flops_by_reg.png
Other sequential cells in the stronger grey, the rest of the logic in the fainter grey.
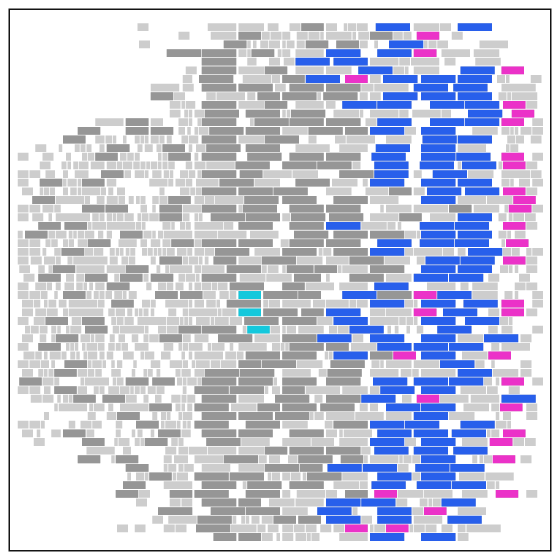
wires.png
Only two layers are drawn.
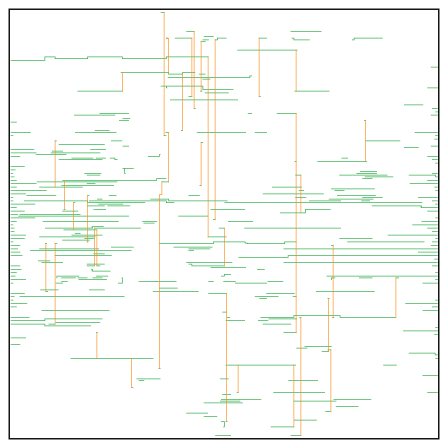
placement.png
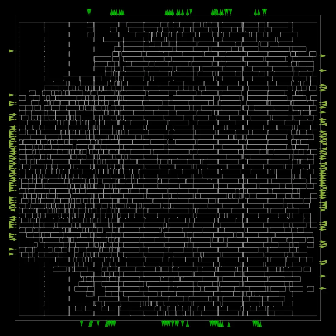
io_fan.png
Bar = 50 um.
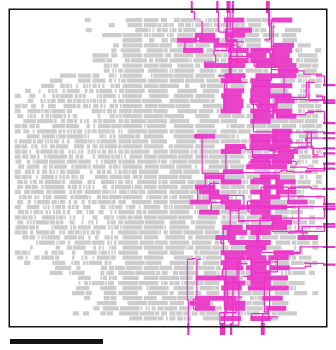
layer_met2.png
Bar = 50 um.
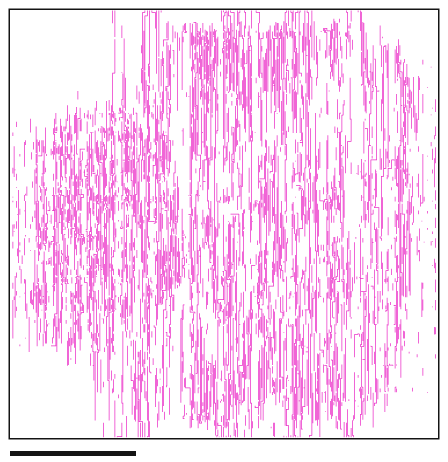
File: src/rtl/inst_fetch_queue.sv
// Instruction fetch with a small prefetch queue feeding the IF/ID register.
// Fetches over a single-outstanding req/ack port and discards data from transfers cut off by a branch.
module inst_fetch_queue #(
   parameter int          DEPTH     = 4,
   parameter logic [31:0] NOP_INSTR = 32'hF000_0000,
   parameter logic [31:0] RESET_PC  = 32'h0000_0000
) (
   input  logic                       i_clk,
   input  logic                       i_rst,
   input  logic                       i_freeze,
   input  logic                       i_branch_taken,
   input  logic [31:0]                i_branch_addr,
   output logic                       o_imem_req,
   output logic [31:0]                o_imem_addr,
   input  logic                       i_imem_ack,
   input  logic [31:0]                i_imem_rdata,
   output logic [31:0]                o_instruction_ID,
   output logic [31:0]                o_pc_ID,
   output logic [$clog2(DEPTH):0]     o_queue_count
);

   localparam int AW = $clog2(DEPTH);
   localparam int CW = AW + 1;

   logic [31:0]   r_q_instr [DEPTH];
   logic [31:0]   r_q_pc    [DEPTH];
   logic [AW-1:0] r_head;
   logic [AW-1:0] r_tail;
   logic [CW-1:0] r_count;
   logic [31:0]   r_fetch_pc;
   logic [31:0]   r_req_addr;
   logic          r_req;
   logic          r_stale;
   logic [31:0]   r_instr_id;
   logic [31:0]   r_pc_id;

   logic          w_acc;
   logic          w_held;
   logic          w_push;
   logic          w_pop;
   logic [CW-1:0] w_count_next;
   logic [31:0]   w_fetch_pc_next;

   always_comb begin
      w_acc  = r_req & i_imem_ack;
      w_held = r_req & ~i_imem_ack;
      w_push = w_acc & ~r_stale & ~i_branch_taken;
      w_pop  = ~i_branch_taken & ~i_freeze & (r_count != '0);
      w_count_next = '0;
      if (!i_branch_taken)
         w_count_next = r_count + CW'(w_push) - CW'(w_pop);
      w_fetch_pc_next = r_fetch_pc;
      if (i_branch_taken)
         w_fetch_pc_next = i_branch_addr;
      else if (w_acc && !r_stale)
         w_fetch_pc_next = r_fetch_pc + 32'd4;
   end

   // Queue storage carries no reset; occupancy is tracked by the pointers and count.
   always_ff @(posedge i_clk) begin
      if (w_push) begin
         r_q_instr[r_tail] <= i_imem_rdata;
         r_q_pc[r_tail]    <= r_req_addr + 32'd4;
      end
   end

   always_ff @(posedge i_clk) begin
      if (i_rst) begin
         r_head     <= '0;
         r_tail     <= '0;
         r_count    <= '0;
         r_fetch_pc <= RESET_PC;
         r_req_addr <= RESET_PC;
         r_req      <= 1'b0;
         r_stale    <= 1'b0;
         r_instr_id <= NOP_INSTR;
         r_pc_id    <= '0;
      end else begin
         r_fetch_pc <= w_fetch_pc_next;
         r_count    <= w_count_next;
         if (i_branch_taken) begin
            r_head <= '0;
            r_tail <= '0;
         end else begin
            if (w_push) r_tail <= r_tail + 1'b1;
            if (w_pop)  r_head <= r_head + 1'b1;
         end
         // A cut-off transfer keeps its address until acked; its data is then dropped.
         if (i_branch_taken)
            r_stale <= w_held;
         else if (w_acc)
            r_stale <= 1'b0;
         if (!w_held) begin
            r_req      <= (w_count_next < CW'(DEPTH));
            r_req_addr <= w_fetch_pc_next;
         end
         if (i_branch_taken) begin
            r_instr_id <= NOP_INSTR;
            r_pc_id    <= '0;
         end else if (!i_freeze) begin
            if (r_count != '0) begin
               r_instr_id <= r_q_instr[r_head];
               r_pc_id    <= r_q_pc[r_head];
            end else begin
               r_instr_id <= NOP_INSTR;
               r_pc_id    <= '0;
            end
         end
      end
   end

   assign o_imem_req       = r_req;
   assign o_imem_addr      = r_req_addr;
   assign o_instruction_ID = r_instr_id;
   assign o_pc_ID          = r_pc_id;
   assign o_queue_count    = r_count;

endmodule

File: config.mk
export PLATFORM = sky130hd
export DESIGN_NAME = inst_fetch_queue
export DESIGN_NICKNAME = d
export VERILOG_FILES = /design/src/rtl/inst_fetch_queue.sv
export SDC_FILE = /design/constraint.sdc
export NUM_CORES = 1
export LEC_CHECK = 0
export CORE_MARGIN = 2
export CORE_UTILIZATION = 56
export CTS_CLUSTER_DIAMETER = 30
export DETAILED_ROUTE_END_ITERATION = 12
export PLACE_DENSITY = 0.85
export SETUP_SLACK_MARGIN = 0.3
export SLEW_MARGIN = 0
export SYNTH_ARGS = -nofsm -noshare
export SYNTH_HDL_FRONTEND = slang
export SYNTH_SLANG_ARGS = --single-unit
File: constraint.sdc
create_clock -name i_clk -period 3.5 [get_ports i_clk]
set_input_delay 0.35 -clock i_clk [delete_from_list [all_inputs] [get_ports i_clk]]
set_output_delay 0.35 -clock i_clk [all_outputs]
set_load 0.05 [all_outputs]
==> flow_metrics.tcl <==
# implementation run metrics
set metrics [dict create \
    status "finished clean" \
    detailedRoute.firstIterationViolations 897 \
    hold_viol 0 \
    hold_buffers 0 \
    viasPerCell 6.12 \
    power_clock_w 0.00695 \
    min_path_type "primary input to register" \
    seq_cell_count 395 \
    fin_cells 1661 \
    cp-end-kind "register" \
    synthArstFlopShare 0 \
    gp_congestion 0.885 \
    grt_pass1_vias 10320 \
    tightest_slew_ns 0.959 \
    fp_util 0.571 \
    r2r_setup_slack_ns 0.81 \
    antenna_cells 0 \
    crit_type "register to register" \
    ir_worst_vdd_uv 370 \
    p_seq_w 0.00517 \
    insertion_delay_ns 0.57 \
    cp.arrival_ns 3.11 \
    drcViolationCount 0 \
    grt_usage 0.264 \
    largest_class "sequential cells" \
    cp-start-kind "register" \
    buffer_area_frac 0.0957 \
    grt_antenna_before_repair 0 \
    grt_max_degree 67 \
    synthTopCellsByArea "edfxtp_1 (50%), dfxtp_1 (18%), mux4_2 (9.3%)" \
    wire_per_inst_um 22.6 \
]
-- flops_by_reg.png (at the start) --
o_queue_count -> cyan  # sequential cells 3
o_instruction_ID -> magenta  # sequential cells 32, where a vertical strip on the right
r_q_instr -> blue  # sequential cells 128, where a vertical strip on the right

-- wires.png (at the start) --
metal 3 -> green  # wire length 3110 um
metal 4 -> orange  # wire length 978 um

-- placement.png (at the start) --
# Taps: 341
CORE AREA: 27000 sq um
Core Util, Final: 0.740
Rows: 60
Seq area share: 0.524

-- io_fan.png (at the start) --
i_imem_rdata -> magenta  # bits 32, direction input, end cells 128, wire 2290 um

-- layer_met2.png (at the start) --
main direction = vertical
nets with wire on the layer = 1208
wire length on this layer = 18600 um
longest straight run = 63.9 um

## routing by layer
layer	part of all wire	global-route usage
met2	0.50	0.437
met5	0	0
met1	0.40	0.345
met4	0.026	0.0996
met3	0.083	0.0570
## layout by cell type (no fill, tap or decap), drive strengths merged, types with 7 or more instances in the layout
cell type,synthesis,layout
and2,8,8
clkbuf,49,76
and3,12,12
xnor2,27,27
clkinv,0,18
xor2,15,15
buf,11,26
inv,15,29
nand3,40,40
a211oi,7,7
nor2,123,123
edfxtp,256,256
nand4,16,16
ha,8,8
o21ai,20,20
mux2i,7,7
o31a,8,8
nor3,27,27
bufinv,0,10
nor4,16,16
mux4,64,64
clkdlybuf4s50,0,165
dfxtp,139,139
a22oi,60,60
a21oi,17,17
nand2,54,54
nand2b,8,8
clkinvlp,0,8
## worst max-delay path: cells and delay by family, from the launching register on
kind | cells | cell delay (ns)
buffers and inverters | 2 | 0.11
AND/OR/NAND/NOR | 2 | 0.69
adder cells (fa/ha/maj) | 3 | 0.87
flip-flops | 1 | 0.38
XOR/XNOR | 2 | 0.40
AND-OR/OR-AND | 1 | 0.09
## per-stage QoR
step / power [W] / instance area, sq um / setup WS, ns / utilization / hold slack (ns)
global route: 0.0130 / 20000 / 0.663 / 0.740 / 0.265
floorplan: 0.00559 / 15400 / 0.784 / - / 0.449
global placement: 0.00585 / 17600 / 0.774 / 0.650 / 0.471
finish: 0.0127 / 20000 / 0.808 / 0.740 / 0.215
CTS: 0.0128 / 20000 / 0.800 / 0.740 / 0.207
detailed placement: 0.00587 / 17600 / 0.686 / 0.650 / 0.484
## worst min path at each step
stage | slack, ns | end | start | depth (start not counted)
after floorplan | 0.45 | r_q_instr[0][0]$_DFFE_PP_ | i_imem_rdata[0] | 0
after global placement | 0.47 | r_fetch_pc[1]$_SDFF_PP0_ | r_fetch_pc[1]$_SDFF_PP0_ | 2
after detailed placement | 0.48 | r_fetch_pc[1]$_SDFF_PP0_ | r_fetch_pc[1]$_SDFF_PP0_ | 2
after CTS | 0.21 | o_imem_addr[18]$_SDFFE_PP0N_ | i_rst | 4
after global routing | 0.26 | r_fetch_pc[2]$_SDFF_PP0_ | i_rst | 3
final | 0.22 | o_imem_addr[18]$_SDFFE_PP0N_ | i_rst | 4
## kinds of logic (layout without fill, tap and decap cells)
logic type | after synthesis | after routing | share of synthesized area
adders and majority gates | 9 | 9 | 0.00779
AOI/OAI and AO/OA | 150 | 150 | 0.0703
DFF | 395 | 395 | 0.679
muxes | 71 | 71 | 0.0980
buffers and inverters | 75 | 332 | 0.0191
and+or+nand+nor | 321 | 321 | 0.102
xor gates and xnor gates | 42 | 42 | 0.0243
## sequential cells by signal, summed over array words and instances, names as in the netlist, named ones only
| signal | flops |
|---|---|
| r_stale | 1 |
| r_q_pc | 128 |
| o_imem_req | 1 |
| o_queue_count | 3 |
| o_instruction_ID | 32 |
| r_head | 2 |
| o_imem_addr | 32 |
| r_fetch_pc | 32 |
| o_pc_ID | 32 |
| r_q_instr | 128 |
| r_tail | 2 |
Power and IR drop assume default switching activity.
